Figure 1. Power grid.
Bar = 20 um. Pins as bars on the die edge. Tap cells in grey.
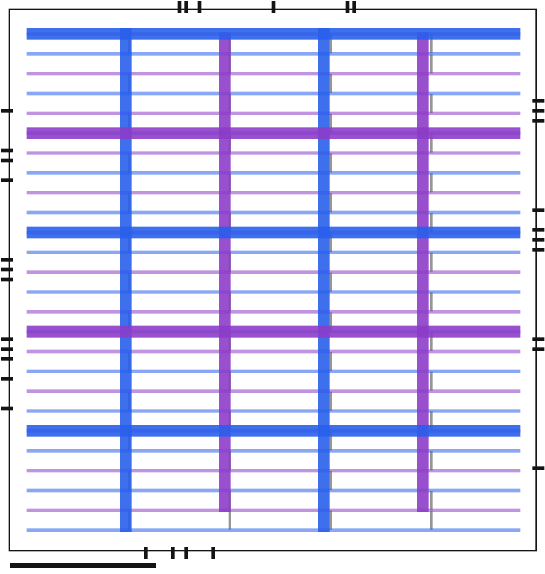
Figure 2. Placed cells, one colour a class.
Bar = 20 um.
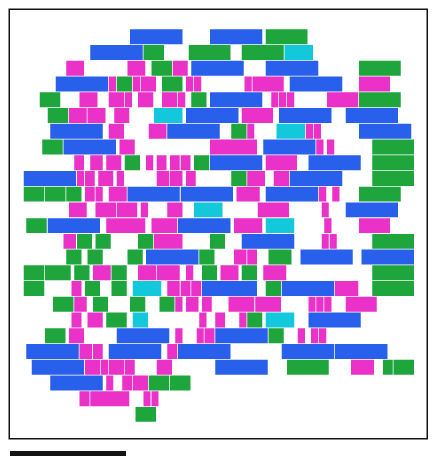
[config.mk]
export PLATFORM = sky130hd
export DESIGN_NAME = serial_addsub_ctrl
export DESIGN_NICKNAME = d
export VERILOG_FILES = /design/src/rtl/serial_addsub_pkg.sv /design/src/rtl/serial_addsub_ctrl_fa_cell.sv /design/src/rtl/serial_addsub_ctrl.sv
export SDC_FILE = /design/constraint.sdc
export NUM_CORES = 1
export LEC_CHECK = 0
export CAP_MARGIN = 20
export CORE_AREA = 2 2 70 72
export CTS_BUF_LIST = sky130_fd_sc_hd__clkbuf_4 sky130_fd_sc_hd__clkbuf_8
export CTS_CLUSTER_DIAMETER = 150
export DETAILED_ROUTE_END_ITERATION = 10
export DIE_AREA = 0 0 72 74
export PLACE_DENSITY_LB_ADDON = 0.25
export SYNTH_ARGS = -nofsm -noshare
export SYNTH_HDL_FRONTEND = slang
export SYNTH_SLANG_ARGS = --single-unit
[constraint.sdc]
create_clock -name clk -period 1.4 [get_ports clk]
set_input_delay 0.28 -clock clk [delete_from_list [all_inputs] [get_ports clk]]
set_output_delay 0.28 -clock clk [all_outputs]
set_load 0.05 [all_outputs]
[src/rtl/serial_addsub_pkg.sv]
// serial_addsub_pkg: shared types and constants for the bit-serial add/sub
// controller.
//   state_t     - controller FSM state encoding (IDLE/RUN/DONE)
//   DEF_WIDTH   - default operand/result width
package serial_addsub_pkg;

  typedef enum logic [1:0] {
    S_IDLE = 2'd0,
    S_RUN  = 2'd1,
    S_DONE = 2'd2
  } state_t;

  localparam int DEF_WIDTH = 8;

endpackage

[src/rtl/serial_addsub_ctrl_fa_cell.sv]
// fa_cell: combinational 1-bit full adder shared by the serial controller.
//   a, b, cin : addend bits and carry in
//   sum, cout : sum bit and carry out
module fa_cell (
  input  logic a,
  input  logic b,
  input  logic cin,
  output logic sum,
  output logic cout
);

  assign sum  = a ^ b ^ cin;
  assign cout = (a & b) | (cin & (a ^ b));

endmodule

[src/rtl/serial_addsub_ctrl.sv]
// serial_addsub_ctrl: bit-serial adder/subtractor controller. Sequences a
// single fa_cell over WIDTH cycles, LSB first.
// Optional feature: define SERIAL_ADDSUB_ABORT_EN to add the abort input.
// Ports:
//   clk, rst_n     - clock, async active-low reset
//   start, sub     - request and op select (0 add, 1 subtract), sampled in IDLE
//   a, b           - operands, captured on accepted start
//   abort          - (SERIAL_ADDSUB_ABORT_EN only) drop the run, no done
//   busy           - high while bits are being processed
//   done           - one-cycle pulse when result/cout/ovf are final
//   result         - sum/difference, held until the next completed run
//   cout           - final carry (subtract: 1 = no borrow)
//   ovf            - two's-complement overflow
module serial_addsub_ctrl
  import serial_addsub_pkg::*;
#(
  parameter int WIDTH = DEF_WIDTH
) (
  input  logic             clk,
  input  logic             rst_n,
  input  logic             start,
  input  logic             sub,
  input  logic [WIDTH-1:0] a,
  input  logic [WIDTH-1:0] b,
`ifdef SERIAL_ADDSUB_ABORT_EN
  input  logic             abort,
`endif
  output logic             busy,
  output logic             done,
  output logic [WIDTH-1:0] result,
  output logic             cout,
  output logic             ovf
);

  localparam int CNT_W = $clog2(WIDTH + 1);

  state_t             state;
  logic [WIDTH-1:0]   opa, opb, res_sh;
  logic               carry, c_msb;
  logic [CNT_W-1:0]   cnt;
  logic               fa_sum, fa_co;

  fa_cell u_fa (
    .a    (opa[0]),
    .b    (opb[0]),
    .cin  (carry),
    .sum  (fa_sum),
    .cout (fa_co)
  );

  always_ff @(posedge clk or negedge rst_n) begin
    if (!rst_n) begin
      state  <= S_IDLE;
      opa    <= '0;
      opb    <= '0;
      res_sh <= '0;
      carry  <= 1'b0;
      c_msb  <= 1'b0;
      cnt    <= '0;
      busy   <= 1'b0;
      done   <= 1'b0;
      result <= '0;
      cout   <= 1'b0;
      ovf    <= 1'b0;
    end else begin
      done <= 1'b0;
      case (state)
        S_IDLE: begin
          if (start) begin
            // Subtract as a + ~b + 1: invert B and seed the carry with 1.
            opa   <= a;
            opb   <= sub ? ~b : b;
            carry <= sub;
            cnt   <= '0;
            busy  <= 1'b1;
            state <= S_RUN;
          end
        end
        S_RUN: begin
`ifdef SERIAL_ADDSUB_ABORT_EN
          if (abort) begin
            busy  <= 1'b0;
            state <= S_IDLE;
          end else
`endif
          begin
            opa    <= opa >> 1;
            opb    <= opb >> 1;
            res_sh <= {fa_sum, res_sh[WIDTH-1:1]};
            carry  <= fa_co;
            cnt    <= cnt + 1'b1;
            // Carry out of bit WIDTH-2 is the carry into the MSB.
            if (cnt == CNT_W'(WIDTH - 2)) c_msb <= fa_co;
            if (cnt == CNT_W'(WIDTH - 1)) begin
              result <= {fa_sum, res_sh[WIDTH-1:1]};
              cout   <= fa_co;
              ovf    <= c_msb ^ fa_co;
              busy   <= 1'b0;
              done   <= 1'b1;
              state  <= S_DONE;
            end
          end
        end
        S_DONE:  state <= S_IDLE;
        default: state <= S_IDLE;
      endcase
    end
  end

endmodule
==> results.sh <==
# source this file to load flow results
export IMPL_first_pass_iters=4
export IMPL_cts_sinks=43
export IMPL_crit_end="result[0]"
export IMPL_detail_route_wl_per_cell_um=14.85
export IMPL_logic_area_um2=864.6
export IMPL_clkCellAreaFrac=0.03714
export IMPL_use_met2=0.3025
export IMPL_postRouteAntennaNets=0
export IMPL_vdd_drop_max_v=0.0008939
export IMPL_ys_area_um2=2003
export IMPL_p_comb_mw=3.29
export IMPL_busiest_layer="met2"
export IMPL_viasPerCell=5.262
export IMPL_drive_gt1_frac=0.3051
export IMPL_placed_cells=277
export IMPL_route_detailed_drc=0
export IMPL_intPower_mw=3.908
export IMPL_ys_cells=177
export IMPL_holdWs_ns=0.4471
export IMPL_synth_most_common_cell="dfrtp_1"
export IMPL_top_power_group="combinational cells"
export IMPL_dominant_cell_class="sequential cells"
export IMPL_area_delta_synth_final_pct=39.60
export IMPL_top_area_frac=0.5372
export IMPL_clock_buffers=7
export IMPL_fmax_ghz=0.7445
export IMPL_p_seq_mw=2.20
export IMPL_die_area_um2=5328
export IMPL_cp_startpoint="state[0]"
export IMPL_relSlewSlack=0.7114
export IMPL_cp_depth=3
export IMPL_num_io_pins=32
export IMPL_sw_frac_of_total=0.3849
export IMPL_ys_types=32
export IMPL_die_w_um=72
export IMPL_p_clk_mw=0.868
export IMPL_finalPower_mw=6.353
export IMPL_track_usage=0.1782
export IMPL_edf_count=0
export IMPL_setup_violations=0
export IMPL_status="finished clean"
export IMPL_n_all_inverters=3
export IMPL_tns_ns=0
export IMPL_die_h_um=74
export IMPL_cp_max_fo=6
export IMPL_clk_latency_ns=0.30
export IMPL_antenna_found_initial=0
-- Figure 1 (at the start) --
legend:
  VSS:
    colour: blue
  VDD:
    colour: purple
signal pins: 32
met1 rails: 26
met5 straps: 5

-- Figure 2 (at the start) --
legend:
  other buffers and delay cells:
    colour: green
    cells: 61
  clock drivers and dummy loads:
    colour: cyan
    cells: 8
  all other logic:
    colour: magenta
    cells: 124
  flip-flops:
    colour: blue
    cells: 43
floorplan core area: 4598 um^2
Placement Rows: 25

-- logic make-up (layout without fill, tap and decap cells) --
family / count (synthesis) / count (layout) / synth area share
buf+inv: 14 / 72 / 0.04746
compound gates: 39 / 39 / 0.1293
xor+xnor: 9 / 9 / 0.03935
simple gates: 57 / 58 / 0.1418
fa+ha+maj: 3 / 3 / 0.02248
flops: 43 / 43 / 0.5372
mux: 12 / 12 / 0.08245
-- repair_timing --
| item | CTS | global route |
|---|---|---|
| setup endpoints to repair | 12 | 18 |
| cloned | 1 | 0 |
| buffers inserted | 0 | 3 |
| gates resized | 2 | 7 |
| pin swaps | 1 | 1 |
| endpoints found under the hold margin | 17 | 0 |
| hold buffers | 1 | 0 |
